**config.mk**
```make
export PLATFORM = sky130hd
export DESIGN_NAME = tankwar_ps2_keys
export DESIGN_NICKNAME = d
export VERILOG_FILES = /design/src/rtl/tankwar_kbd_pkg.sv /design/src/rtl/ps2_frame_rx.sv /design/src/rtl/tankwar_ps2_keys.sv
export SDC_FILE = /design/constraint.sdc
export NUM_CORES = 1
export LEC_CHECK = 0
export ABC_AREA = 0
export CAP_MARGIN = 20
export CORE_ASPECT_RATIO = 1.5
export CORE_UTILIZATION = 62
export CTS_CLUSTER_DIAMETER = 200
export CTS_CLUSTER_SIZE = 20
export DETAILED_ROUTE_END_ITERATION = 12
export GPL_ROUTABILITY_DRIVEN = 1
export PLACE_DENSITY = 0.84
export SLEW_MARGIN = 40
export SYNTH_ARGS = -nofsm -noshare
export SYNTH_HDL_FRONTEND = slang
export SYNTH_SLANG_ARGS = --single-unit
export TNS_END_PERCENT = 20
```
**constraint.sdc**
```tcl
create_clock -name clk -period 5.6 [get_ports clk]
set_clock_uncertainty 0.05 [all_clocks]
set_input_delay 1.68 -clock clk [delete_from_list [all_inputs] [get_ports clk]]
set_output_delay 1.68 -clock clk [all_outputs]
set_load 0.005 [all_outputs]
```
**src/rtl/tankwar_kbd_pkg.sv**
```systemverilog
// Purpose: scan-code constants, receiver state type and key-map lookup for the tank-war PS/2 front end.
// Latency: none (declarations and a combinational helper only).
// Backpressure: none; consumers act on single-cycle strobes.
package tankwar_kbd_pkg;

  localparam logic [7:0] SC_E0    = 8'hE0;
  localparam logic [7:0] SC_F0    = 8'hF0;
  localparam logic [7:0] SC_W     = 8'h1D;
  localparam logic [7:0] SC_S     = 8'h1B;
  localparam logic [7:0] SC_A     = 8'h1C;
  localparam logic [7:0] SC_D     = 8'h23;
  localparam logic [7:0] SC_SPACE = 8'h29;
  localparam logic [7:0] SC_ENTER = 8'h5A;
  localparam logic [7:0] SC_UP    = 8'h75;
  localparam logic [7:0] SC_DOWN  = 8'h72;
  localparam logic [7:0] SC_LEFT  = 8'h6B;
  localparam logic [7:0] SC_RIGHT = 8'h74;

  localparam int NUM_KEYS = 10;

  // Bit positions inside the packed key-level vector.
  localparam logic [3:0] KEY_UP1    = 4'd0;
  localparam logic [3:0] KEY_DOWN1  = 4'd1;
  localparam logic [3:0] KEY_LEFT1  = 4'd2;
  localparam logic [3:0] KEY_RIGHT1 = 4'd3;
  localparam logic [3:0] KEY_FIRE1  = 4'd4;
  localparam logic [3:0] KEY_UP2    = 4'd5;
  localparam logic [3:0] KEY_DOWN2  = 4'd6;
  localparam logic [3:0] KEY_LEFT2  = 4'd7;
  localparam logic [3:0] KEY_RIGHT2 = 4'd8;
  localparam logic [3:0] KEY_FIRE2  = 4'd9;

  typedef enum logic [1:0] {
    IDLE   = 2'd0,
    DATA   = 2'd1,
    PARITY = 2'd2,
    STOP   = 2'd3
  } ps2_state_t;

  typedef struct packed {
    logic       hit;
    logic [3:0] idx;
  } key_hit_t;

  // Map a scan code plus the pending extended flag onto a key slot.
  // Enter counts as fire2 whether it comes from the main block or the keypad.
  function automatic key_hit_t key_lookup(input logic [7:0] code, input logic ext);
    key_hit_t r;
    r.hit = 1'b1;
    r.idx = KEY_UP1;
    if (code == SC_ENTER) begin
      r.idx = KEY_FIRE2;
    end else if (!ext) begin
      case (code)
        SC_W:     r.idx = KEY_UP1;
        SC_S:     r.idx = KEY_DOWN1;
        SC_A:     r.idx = KEY_LEFT1;
        SC_D:     r.idx = KEY_RIGHT1;
        SC_SPACE: r.idx = KEY_FIRE1;
        default:  r.hit = 1'b0;
      endcase
    end else begin
      case (code)
        SC_UP:    r.idx = KEY_UP2;
        SC_DOWN:  r.idx = KEY_DOWN2;
        SC_LEFT:  r.idx = KEY_LEFT2;
        SC_RIGHT: r.idx = KEY_RIGHT2;
        default:  r.hit = 1'b0;
      endcase
    end
    return r;
  endfunction

endpackage

```
**src/rtl/ps2_frame_rx.sv**
```systemverilog
// Purpose: PS/2 device-to-host frame receiver (sync, glitch filter, framing FSM, timeout, optional parity).
// Latency: raw ps2_clk fall -> fall strobe in 2+FILTER_LEN+1 cycles; scan_valid one cycle after the stop-bit fall.
// Backpressure: none; the PS/2 device cannot be stalled, byte_done/scan_valid are single-cycle strobes.
// Optional feature: define TANKWAR_PS2_PARITY_EN to reject frames with bad odd parity.
module ps2_frame_rx
  import tankwar_kbd_pkg::*;
#(
  parameter int FILTER_LEN     = 8,
  parameter int TIMEOUT_CYCLES = 20000
) (
  input  logic       clk,
  input  logic       reset,
  input  logic       ps2_clk,
  input  logic       ps2_data,
  output logic [7:0] scan_code,
  output logic       scan_valid,
  output logic       frame_err,
  output logic       byte_done,
  output logic [7:0] byte_dat
);

  localparam int FW = $clog2(FILTER_LEN + 1);
  localparam int TW = $clog2(TIMEOUT_CYCLES + 1);

  logic [1:0]    clk_sync;
  logic [1:0]    dat_sync;
  logic          clk_s;
  logic          dat_s;
  logic [FW-1:0] flt_cnt;
  logic          clk_flt;
  logic          fall;
  ps2_state_t    state_q;
  ps2_state_t    state_d;
  logic [2:0]    bit_cnt;
  logic [7:0]    shift_q;
  logic [TW-1:0] to_cnt;
  logic          timeout;
  logic          par_ok;
  logic          err_d;

  assign clk_s    = clk_sync[1];
  assign dat_s    = dat_sync[1];
  assign byte_dat = shift_q;

  // Two-flop synchronizers; reset to the idle-high line level so no edge is seen at reset release.
  always_ff @(posedge clk or posedge reset) begin
    if (reset) begin
      clk_sync <= 2'b11;
      dat_sync <= 2'b11;
    end else begin
      clk_sync <= {clk_sync[0], ps2_clk};
      dat_sync <= {dat_sync[0], ps2_data};
    end
  end

  // Clock filter: the level flips only after FILTER_LEN consecutive differing samples; fall strobes on 1->0.
  always_ff @(posedge clk or posedge reset) begin
    if (reset) begin
      flt_cnt <= '0;
      clk_flt <= 1'b1;
      fall    <= 1'b0;
    end else begin
      fall <= 1'b0;
      if (clk_s == clk_flt) begin
        flt_cnt <= '0;
      end else if (flt_cnt == FW'(FILTER_LEN - 1)) begin
        flt_cnt <= '0;
        clk_flt <= clk_s;
        fall    <= clk_flt;
      end else begin
        flt_cnt <= flt_cnt + 1'b1;
      end
    end
  end

`ifdef TANKWAR_PS2_PARITY_EN
  logic par_q;

  // Capture the parity bit; a good frame has an odd number of ones over data plus parity.
  always_ff @(posedge clk or posedge reset) begin
    if (reset) begin
      par_q <= 1'b0;
    end else if (fall && state_q == PARITY) begin
      par_q <= dat_s;
    end
  end

  assign par_ok = ^{shift_q, par_q};
`else
  // The parity bit is clocked through the PARITY state but not checked.
  assign par_ok = 1'b1;
`endif

  // A stalled frame is abandoned once the gap since the last fall reaches the limit.
  assign timeout = (state_q != IDLE) && !fall && (to_cnt == TW'(TIMEOUT_CYCLES));

  // Next state and completion/error strobes.
  always_comb begin
    state_d   = state_q;
    byte_done = 1'b0;
    err_d     = 1'b0;
    if (timeout) begin
      state_d = IDLE;
      err_d   = 1'b1;
    end else if (fall) begin
      case (state_q)
        IDLE: begin
          if (!dat_s) state_d = DATA;
          else        err_d   = 1'b1;
        end
        DATA: begin
          if (bit_cnt == 3'd7) state_d = PARITY;
        end
        PARITY: state_d = STOP;
        STOP: begin
          state_d = IDLE;
          if (dat_s && par_ok) byte_done = 1'b1;
          else                 err_d     = 1'b1;
        end
        default: state_d = IDLE;
      endcase
    end
  end

  // State register, data shifter and bit counter (LSB arrives first).
  always_ff @(posedge clk or posedge reset) begin
    if (reset) begin
      state_q <= IDLE;
      bit_cnt <= '0;
      shift_q <= '0;
    end else begin
      state_q <= state_d;
      if (fall && state_q == IDLE) begin
        bit_cnt <= '0;
      end else if (fall && state_q == DATA) begin
        shift_q <= {dat_s, shift_q[7:1]};
        bit_cnt <= bit_cnt + 1'b1;
      end
    end
  end

  // Saturating gap counter, held at zero while idle and cleared by every fall.
  always_ff @(posedge clk or posedge reset) begin
    if (reset) begin
      to_cnt <= '0;
    end else if (fall || state_q == IDLE) begin
      to_cnt <= '0;
    end else if (to_cnt != TW'(TIMEOUT_CYCLES)) begin
      to_cnt <= to_cnt + 1'b1;
    end
  end

  // Registered byte output and status strobes.
  always_ff @(posedge clk or posedge reset) begin
    if (reset) begin
      scan_code  <= 8'h00;
      scan_valid <= 1'b0;
      frame_err  <= 1'b0;
    end else begin
      scan_valid <= byte_done;
      frame_err  <= err_d;
      if (byte_done) scan_code <= shift_q;
    end
  end

endmodule

```
**src/rtl/tankwar_ps2_keys.sv**
```systemverilog
// Purpose: PS/2 keyboard front end producing held key levels for both tank-war players.
// Latency: key level, scan_code and scan_valid all update one cycle after the stop-bit filtered fall.
// Backpressure: none; every decoded byte is consumed in the cycle it completes.
// Optional feature: define TANKWAR_PS2_PARITY_EN to enforce odd parity on received frames.
module tankwar_ps2_keys
  import tankwar_kbd_pkg::*;
#(
  parameter int FILTER_LEN     = 8,
  parameter int TIMEOUT_CYCLES = 20000
) (
  input  logic       clk,
  input  logic       reset,
  input  logic       ps2_clk,
  input  logic       ps2_data,
  output logic       up1,
  output logic       down1,
  output logic       left1,
  output logic       right1,
  output logic       fire1,
  output logic       up2,
  output logic       down2,
  output logic       left2,
  output logic       right2,
  output logic       fire2,
  output logic [7:0] scan_code,
  output logic       scan_valid,
  output logic       frame_err
);

  logic                byte_done;
  logic [7:0]          byte_dat;
  logic                ext_q;
  logic                brk_q;
  logic [NUM_KEYS-1:0] keys_q;
  key_hit_t            hit;

  ps2_frame_rx #(
    .FILTER_LEN     (FILTER_LEN),
    .TIMEOUT_CYCLES (TIMEOUT_CYCLES)
  ) u_rx (
    .clk        (clk),
    .reset      (reset),
    .ps2_clk    (ps2_clk),
    .ps2_data   (ps2_data),
    .scan_code  (scan_code),
    .scan_valid (scan_valid),
    .frame_err  (frame_err),
    .byte_done  (byte_done),
    .byte_dat   (byte_dat)
  );

  assign hit = key_lookup(byte_dat, ext_q);

  // Prefix flags accumulate in any order; the next non-prefix byte applies them and clears them.
  always_ff @(posedge clk or posedge reset) begin
    if (reset) begin
      ext_q  <= 1'b0;
      brk_q  <= 1'b0;
      keys_q <= '0;
    end else if (byte_done) begin
      if (byte_dat == SC_E0) begin
        ext_q <= 1'b1;
      end else if (byte_dat == SC_F0) begin
        brk_q <= 1'b1;
      end else begin
        if (hit.hit) keys_q[hit.idx] <= ~brk_q;
        ext_q <= 1'b0;
        brk_q <= 1'b0;
      end
    end
  end

  assign up1    = keys_q[KEY_UP1];
  assign down1  = keys_q[KEY_DOWN1];
  assign left1  = keys_q[KEY_LEFT1];
  assign right1 = keys_q[KEY_RIGHT1];
  assign fire1  = keys_q[KEY_FIRE1];
  assign up2    = keys_q[KEY_UP2];
  assign down2  = keys_q[KEY_DOWN2];
  assign left2  = keys_q[KEY_LEFT2];
  assign right2 = keys_q[KEY_RIGHT2];
  assign fire2  = keys_q[KEY_FIRE2];

endmodule
```
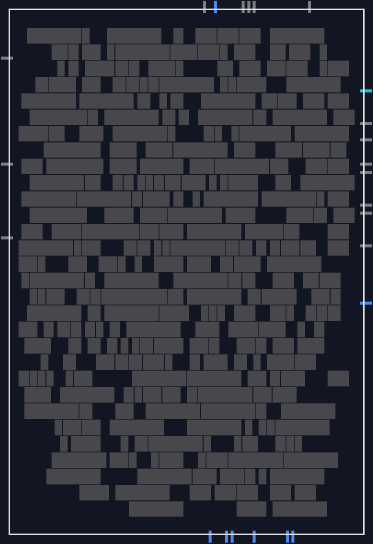
(ports around the boundary)
(6 px per um) Pins as bars across the die edge, other pins in gray.
Blue shows scan_code, pins 8, direction output, edge 6 bottom, 1 top, 1 right. Cyan shows up1, pins 1, direction output, edge right.
All pins by edge: 9 right, 6 top, 6 bottom, 3 left.

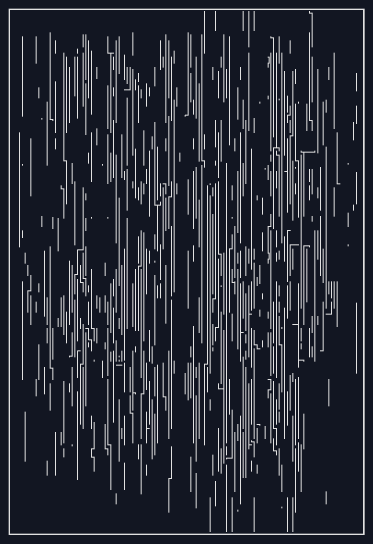
(M2 wires)
(6 px per um)
The longest straight run is 46.6 um. 278 nets have wire on it.
final wirelength: 5870 um
M2 GR Usage: 0.424
vias: 2191

==> impl_metrics.yaml <==
# implementation run metrics
run_status:
  status: "complete, no violations"
layout:
  diodes: 0
  drive_gt1_frac: 0.146
  nets: 317
  ff_latch_area_um2: 1510
  syn_to_final_growth_pct: 16.7
  most-common-layout-cells: "dfrtp_1, nor2_1, clkdlybuf4s50_1, inv_1, nand2_1"
  logic_area_um2: 1370
  layout_top_cell: "dfrtp_1"
yosys:
  simple_gate_area_frac: 0.211
  postSynthSeqShare: 0.502
  top_logic_kind: "simple AND/OR/NAND/NOR gates"
  mux_share: 0.0616
  common_cells: "dfrtp_1, nor2_1, inv_1, nand2_1, mux2_2"
  netlist.area_leader.share: 0.458
  ys_area_um2: 3000
  syn-num-nets: 293
  yosys-stat-cells: 279
  yosysMostFrequentCell: "dfrtp_1"
  avgSynthCellArea_um2: 10.8
  synth_top_flop_cell: "dfrtp_1"
  ys_sh_aoi: 0.0958
  edf_count: 0
  synth_top_cell_by_area: "dfrtp_1"
  synth_area_um2: 3000
global_route:
  grt_pass1_wl_um: 9630
  antenna_found_initial: 0
  grt_overflow: 0
clock_tree:
  cts_sinks: 60
  post_cts_buffers: 0
  cts_resized: 0
  clockBufferDepth: 2
  cts_inserted_buffers: 9
floorplanning:
  initial_core_util: 0.656
  core_um2: 4580
  die.size.x_um: 58.8
  die.size.y_um: 87.3
  dieArea_um2: 5130
  ios: 24
  num_rows: 30
final_timing:
  fin_crit_ps: 2940
  finalSetupTns_ps: 0
  maxSlewViolCount: 0
  rsz0062_at_grt: "no"
  setup_viol: 0
  fin_ws_ps: 2660
detailed_routing:
  wl_met1_um: 2300
  vias_per_cell: 5.89
  firstDrtPassIters: 4
  route.met3.wl_um: 190
  ant_nets: 0
place:
  port_buffers: 23
  post-place-ws_ps: 2800
  finalWeightedCongestion: 0.846
  place_area_um2: 3270
worst_setup_path:
  cp_slowest_stage_delay_ps: 510
  cp_max_fo: 2
  rr_worst_depth: 5
  worstSetupPathDepth: 1
  crit_buf_inv: 1
  r2r_start: "u_rx.fall"
  rrSetupSlack_ps: 3120
  crit_chain: "clkdlybuf4s50_1"
  cpLargestDelayFamily: "buffers and inverters"
  worstSetupEndpointType: "output port"
  critPathKind: "flip-flop to output port"
power_and_ir_drop:
  power.density_nw_per_um2: 261
  seqPwrFrac: 0.505
  p_total_uw: 914
  ir_drop_v: 0.000195
  swShare: 0.207
  p_leak_nw: 1.53
  clockPowerShare: 0.450
  power_frac_comb: 0.045
worst_hold_path:
  min_to: "u_rx.dat_sync[1]"
  hold_depth: 0
  hold_class: "flip-flop to flip-flop"
flow_run:
  tool_warnings: 31
  drv_cap: 0
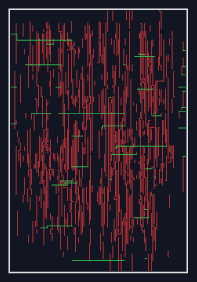
(metal layers overlaid)
(3 px per um) Only two layers are drawn.
Red shows metal 2, wire length 3180 um. Green shows metal 3, wire length 190 um.
GRT Util Overall: 0.256
routed length per instance: 15.8 um

==> routing by layer <==
layer / global-route usage / vias up
met2: 0.424 / 51
met3: 0.0654 / 20
li1: - / 1028
met1: 0.285 / 1092
met4: 0.173 / 0
met5: 0 / -
==> per-stage QoR <==
stage / util / hold WS [ps] / cells
global route: 0.766 / 314 / 372
floorplan: - / 295 / 279
global placement: 0.714 / 296 / 355
CTS: 0.761 / 306 / 371
detailed placement: 0.714 / 298 / 355
finish: 0.766 / 305 / 372
==> final cells by class <==
type                            instances  share of cell area
Clock buffer                           15              0.0532
Clock inverter                          1             0.00857
Tap cell                               64              0.0228
Timing Repair Buffer                   25              0.0735
Sequential cell                        60               0.430
Multi-Input combinational cell        188               0.392
Inverter                               19              0.0203
==> power by group through the flow <==
stage / logic [mW] / registers [mW] / clock network [mW]
after floorplan: 0.0304 / 0.466 / 0
after global placement: 0.0383 / 0.467 / 0
after detailed placement: 0.0393 / 0.469 / 0
after CTS: 0.0401 / 0.461 / 0.419
after global routing: 0.0461 / 0.463 / 0.436
final: 0.0409 / 0.462 / 0.411
==> registers in the layout, indices dropped and copies added (netlist names) <==
register	count
u_rx.flt_cnt	4
u_rx.fall	1
u_rx.clk_sync	2
u_rx.to_cnt	15
u_rx.scan_code	8
u_rx.byte_dat	8
u_rx.frame_err	1
u_rx.clk_flt	1
u_rx.dat_sync	2
ext_q	1
keys_q	10
u_rx.bit_cnt	3
u_rx.scan_valid	1
u_rx.state_q	2
brk_q	1
==> cell families after synthesis <==
group	Yosys count
fa+ha+maj	10
flops	60
buf+inv	31
simple gates	105
mux	17
xor+xnor	16
compound gates	40
No activity file was given, so power comes from the tool's default toggle rates.
